<file path="src/rtl/regfile_access_ctrl.sv">
// regfile_access_ctrl: arbitrates the 32x32 register file between the pipeline and a debug requester.
// The pipeline has priority. A starvation counter stalls the pipeline so that a debug access always completes.
// The block also enforces x0 = 0 and forwards a same-cycle write to both pipeline read ports.
module regfile_access_ctrl #(
   parameter int unsigned DWIDTH       = 32,
   parameter int unsigned AWIDTH       = 5,
   parameter int unsigned STARVE_LIMIT = 8,
   parameter int unsigned CNT_W        = 4
) (
   input  logic              clk,
   input  logic              rst,
   input  logic              wb_we,
   input  logic [AWIDTH-1:0] wb_addr,
   input  logic [DWIDTH-1:0] wb_data,
   input  logic [AWIDTH-1:0] pipe_addr_a,
   input  logic [AWIDTH-1:0] pipe_addr_b,
   input  logic              pipe_rb_used,
   output logic [DWIDTH-1:0] pipe_data_a,
   output logic [DWIDTH-1:0] pipe_data_b,
   output logic              pipe_stall,
   output logic              rf_we,
   output logic [AWIDTH-1:0] rf_addr_d,
   output logic [DWIDTH-1:0] rf_data_d,
   output logic [AWIDTH-1:0] rf_addr_a,
   output logic [AWIDTH-1:0] rf_addr_b,
   input  logic [DWIDTH-1:0] rf_data_a,
   input  logic [DWIDTH-1:0] rf_data_b,
   input  logic              dbg_req_valid,
   output logic              dbg_req_ready,
   input  logic              dbg_req_write,
   input  logic [AWIDTH-1:0] dbg_req_addr,
   input  logic [DWIDTH-1:0] dbg_req_wdata,
   output logic              dbg_rsp_valid,
   input  logic              dbg_rsp_ready,
   output logic [DWIDTH-1:0] dbg_rsp_rdata
);

   typedef enum logic [1:0] {IDLE, WAIT, RSP} state_t;

   localparam logic [CNT_W-1:0] LIMIT = CNT_W'(STARVE_LIMIT);

   state_t              state_q, state_d;
   logic [CNT_W-1:0]    cnt_q, cnt_d;
   logic                stall_q, stall_d;
   logic                rsp_valid_q, rsp_valid_d;
   logic [DWIDTH-1:0]   rsp_rdata_q, rsp_rdata_d;
   logic                lat_write_q, lat_write_d;
   logic [AWIDTH-1:0]   lat_addr_q, lat_addr_d;
   logic [DWIDTH-1:0]   lat_wdata_q, lat_wdata_d;

   logic                gnt_c;
   logic                dbg_wr_gnt_c;
   logic                dbg_rd_gnt_c;
   logic [AWIDTH-1:0]   wr_addr_c;
   logic [DWIDTH-1:0]   wr_data_c;

   // Return the read value for addr, taking a same-cycle regfile write into account (x0 always reads 0).
   function automatic logic [DWIDTH-1:0] fwd(input logic [AWIDTH-1:0] addr,
                                             input logic [DWIDTH-1:0] rd_data,
                                             input logic              we,
                                             input logic [AWIDTH-1:0] waddr,
                                             input logic [DWIDTH-1:0] wdata);
      if (addr == '0)                 return '0;
      else if (we && (waddr == addr)) return wdata;
      else                            return rd_data;
   endfunction

   // Grant the pending debug access when its port is free or the pipeline is stalled; mux the ports.
   always_comb begin
      gnt_c = 1'b0;
      if (state_q == WAIT)
         gnt_c = lat_write_q ? (!wb_we || stall_q) : (!pipe_rb_used || stall_q);
      dbg_wr_gnt_c = gnt_c && lat_write_q;
      dbg_rd_gnt_c = gnt_c && !lat_write_q;
      wr_addr_c    = dbg_wr_gnt_c ? lat_addr_q  : wb_addr;
      wr_data_c    = dbg_wr_gnt_c ? lat_wdata_q : wb_data;
      rf_we        = (dbg_wr_gnt_c || wb_we) && (wr_addr_c != '0) && !rst;
      rf_addr_d    = wr_addr_c;
      rf_data_d    = wr_data_c;
      rf_addr_a    = pipe_addr_a;
      rf_addr_b    = dbg_rd_gnt_c ? lat_addr_q : pipe_addr_b;
      pipe_data_a  = fwd(pipe_addr_a, rf_data_a, rf_we, wr_addr_c, wr_data_c);
      pipe_data_b  = fwd(pipe_addr_b, rf_data_b, rf_we, wr_addr_c, wr_data_c);
   end

   // Debug handshake sequencing, starvation counting and response capture.
   always_comb begin
      state_d     = state_q;
      cnt_d       = cnt_q;
      stall_d     = 1'b0;
      rsp_valid_d = rsp_valid_q;
      rsp_rdata_d = rsp_rdata_q;
      lat_write_d = lat_write_q;
      lat_addr_d  = lat_addr_q;
      lat_wdata_d = lat_wdata_q;
      unique case (state_q)
         IDLE: begin
            if (dbg_req_valid && dbg_req_ready) begin
               lat_write_d = dbg_req_write;
               lat_addr_d  = dbg_req_addr;
               lat_wdata_d = dbg_req_wdata;
               cnt_d       = '0;
               state_d     = WAIT;
            end
         end
         WAIT: begin
            if (gnt_c) begin
               cnt_d       = '0;
               rsp_valid_d = 1'b1;
               rsp_rdata_d = lat_write_q ? '0
                           : fwd(lat_addr_q, rf_data_b, rf_we, wr_addr_c, wr_data_c);
               state_d     = RSP;
            end else begin
               cnt_d   = (cnt_q >= LIMIT) ? LIMIT : cnt_q + CNT_W'(1);
               stall_d = (cnt_d >= LIMIT);
            end
         end
         RSP: begin
            if (dbg_rsp_ready) begin
               rsp_valid_d = 1'b0;
               state_d     = IDLE;
            end
         end
         default: state_d = IDLE;
      endcase
   end

   // State register with synchronous reset; a reset drops any pending request or response.
   always_ff @(posedge clk) begin
      if (rst) begin
         state_q     <= IDLE;
         cnt_q       <= '0;
         stall_q     <= 1'b0;
         rsp_valid_q <= 1'b0;
         rsp_rdata_q <= '0;
         lat_write_q <= 1'b0;
         lat_addr_q  <= '0;
         lat_wdata_q <= '0;
      end else begin
         state_q     <= state_d;
         cnt_q       <= cnt_d;
         stall_q     <= stall_d;
         rsp_valid_q <= rsp_valid_d;
         rsp_rdata_q <= rsp_rdata_d;
         lat_write_q <= lat_write_d;
         lat_addr_q  <= lat_addr_d;
         lat_wdata_q <= lat_wdata_d;
      end
   end

   assign pipe_stall    = stall_q;
   assign dbg_rsp_valid = rsp_valid_q;
   assign dbg_rsp_rdata = rsp_rdata_q;
   assign dbg_req_ready = (state_q == IDLE) && !rst;

endmodule

</file>
<file path="config.mk">
export PLATFORM = sky130hd
export DESIGN_NAME = regfile_access_ctrl
export DESIGN_NICKNAME = d
export VERILOG_FILES = /design/src/rtl/regfile_access_ctrl.sv
export SDC_FILE = /design/constraint.sdc
export NUM_CORES = 1
export LEC_CHECK = 0
export CAP_MARGIN = 40
export CORE_MARGIN = 1
export CORE_UTILIZATION = 28
export CTS_CLUSTER_DIAMETER = 40
export DETAILED_ROUTE_END_ITERATION = 8
export GPL_ROUTABILITY_DRIVEN = 0
export SLEW_MARGIN = 15
export SYNTH_ARGS = -nofsm -noshare
export SYNTH_HDL_FRONTEND = slang
export SYNTH_SLANG_ARGS = --single-unit
</file>
<file path="constraint.sdc">
create_clock -name clk -period 2.1 [get_ports clk]
set_input_delay 0.21 -clock clk [delete_from_list [all_inputs] [get_ports clk]]
set_output_delay 0.21 -clock clk [all_outputs]
set_load 0.01 [all_outputs]
</file>
==> images/final_placement.png <==
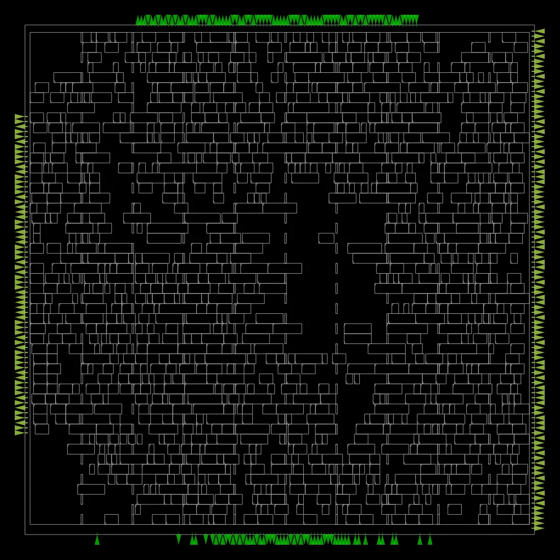
final core occ: 60.3%
Final Non-Filler Cells: 1313
flop share of the area: 14.4%
Rows: 49

==> flow_metrics.tcl <==
# flow metrics
set metrics [dict create \
    first_iter_violations 324 \
    relSlewSlack_pct 72.0 \
    dr_wl_met3_um 1640 \
    dr.pass1.iters 5 \
    critical_path_arrival_ns 2.50 \
    cpMostUsedCell "buf_6" \
    clock_latency_ns 0.35 \
    whs_ns 0.292 \
    synthFlopType "dfxtp_1" \
    fill_cells 1623 \
    cp_max_fo 6 \
    layout.nets 1236 \
    clock.fmax_mhz 368 \
    critPathLaunchType "register" \
    p_leak_nw 4.66 \
    synthTopCellsByArea "dfxtp_1 (30%), mux2i_1 (13%), nand2_1 (10%)" \
    routed_via_density 5.12 \
    place_area_um2 9100 \
    top_layer "met4" \
    ir_drop_mv 0.419 \
    htree_num_levels 3 \
    period_needed_ns 2.71 \
    violations "setup timing" \
    grt_usage_pct 26.3 \
    outcome "finished with violations" \
    path_buffers 6 \
    clockBufferDepth 2 \
    syn_to_final_growth_pct 110 \
    p_per_area_nw_per_um2 470 \
    async_reset_ff_share_pct 0 \
    edf_count 0 \
    dp_cells 1227 \
    die_h_um 138 \
    slowest_delay_ns 0.32 \
    antenna_found_initial 0 \
    wl_met2_um 13400 \
    ant_nets 0 \
    crit_slowest_cell "dfxtp_2" \
    yosysTopAreaCellShare_pct 30.1 \
    wl_per_cell_um 20.5 \
    wl_um 27000 \
    numCtsBuffers 9 \
    final_common_cell "clkdlybuf4s50_1" \
    synth_cell_types 51 \
    core_um2 18000 \
    ys_seq_share_pct 30.1 \
    tns_ns -44.90 \
    crit_type "register to output pin" \
    vias 6721 \
    place_ws_ns -0.921 \
    common_cells "nand2_1 (138), dfxtp_1 (78), mux2i_1 (67)" \
    grt_pass1_wl_um 38700 \
    worst_slack_ns -0.615 \
    hold_violations 0 \
    n_antenna_cell 0 \
    cts.sink_count 78 \
    clkTransAtPathRegs_ns 0.07 \
    finalPower_mw 5.11 \
    hold_class "input port to register" \
    cts_tree "built" \
    initCoreUtil_pct 28.7 \
    io_pins 302 \
    dp_hpwl_um 17800 \
    yosys_warnings 0 \
    most_common_cell "nand2_1" \
    grt_pass1_vias 6695 \
    synth_cells 662 \
    grt_max_degree 39 \
    crit_chain "nand3b_1 -> nor2_4 -> buf_6 -> mux2i_4 -> buf_6 -> a22oi_2 -> buf_6 -> buf_8 -> buf_4 -> nand4_1 -> a21boi_1 -> buf_4" \
    yosys-stat-area_um2 5180 \
    largest_area_cell "dfxtp_1" \
    fin_crit_sh_pct 129 \
    worst_pin_slew_ns 0.420 \
    final_area_um2 10900 \
    die_w_um 138 \
    synth.avg_cell_area_um2 7.82 \
    cp_top_family "buffers and inverters" \
    end_kind "output pin" \
    drt-met1-wl_um 11300 \
    tool_warnings 30 \
    synth_flops 78 \
    die_area_um2 19000 \
    critPathRequiredTime_ns 1.89 \
    overflow 0 \
    finClkSkew_ns 0.00949 \
    setup_viol_count_final 133 \
    drc 0 \
    drive_gt1_share_pct 35.2 \
    yosysCellCount 662 \
]
==> images/registers.png <==
Scale bar: 50 µm.
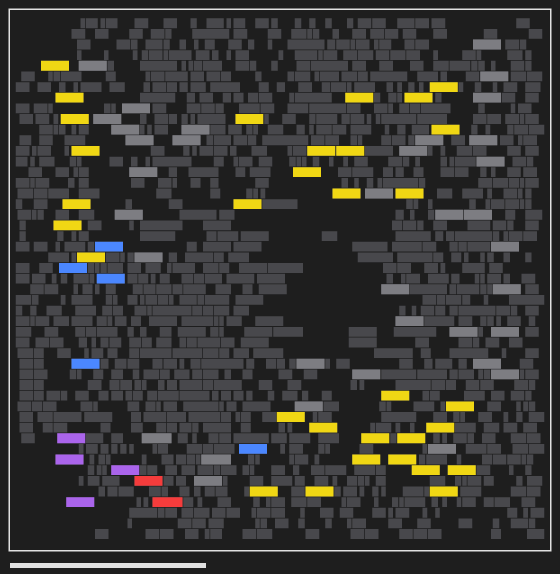
| netlist name | colour | flops |
|---|---|---|
| `lat_addr_q` | blue | 5 |
| `cnt_q` | purple | 4 |
| `lat_wdata_q` | yellow | 32 |
| `state_q` | red | 2 |

==> cell type report <==
cell class                 count  area (µm²)  area share (%)
timing repair buffer         470        4670            43.0
multi-input combinational    510        3970            36.5
sequential                    78        1570            14.4
tap                          229         287            2.64
clock buffer                  11         233            2.14
clock inverter                 5         106           0.978
inverter                      10        37.5           0.345
==> power by group <==
part           internal (mW)  switching (mW)
Clock                   1.17           0.687
Combinational          0.911           0.776
Sequential              1.53          0.0339
==> kinds of logic (layout without fill, tap and decap cells) <==
group	Yosys count	after routing	synth area share, %
compound gates	147	147	18.4
xor+xnor	14	14	2.37
fa+ha+maj	2	2	0.483
buf+inv	74	496	7.00
flops	78	78	30.1
mux	104	104	21.0
simple gates	243	243	20.6
==> worst paths after layout <==
path	startpoint	end	slack (ns)	depth (start not counted)
max reg2reg	state_q[1]	dbg_rsp_rdata[29]	-0.20	9
min reg2reg	dbg_rsp_rdata[13]	dbg_rsp_rdata[13]	0.44	2
min	rst	lat_addr_q[1]	0.29	3
max	state_q[1]	pipe_data_b[23]	-0.61	12
==> state kept, by name, summed over array words and instances, names as in the netlist <==
| signal | flops |
|---|---|
| dbg_rsp_rdata | 32 |
| lat_wdata_q | 32 |
| lat_addr_q | 5 |
| cnt_q | 4 |
| state_q | 2 |
| dbg_rsp_valid | 1 |
| lat_write_q | 1 |
| pipe_stall | 1 |
==> routing by layer <==
layer / up-vias / GRT usage (%)
li1: 3193 / -
met5: - / 0
met1: 3196 / 32.1
met4: 0 / 8.50
met3: 42 / 5.51
met2: 290 / 46.0
==> what timing repair did <==
item | CTS | global route
gates cloned | 7 | 7
gates resized | 281 | 311
pin swaps | 11 | 54
hold endpoints to repair | 0 | 0
buffers inserted | 20 | 42
hold buffers | 0 | 0
endpoints found under the setup margin | 128 | 137
No activity file was given, so power comes from the tool's default toggle rates.
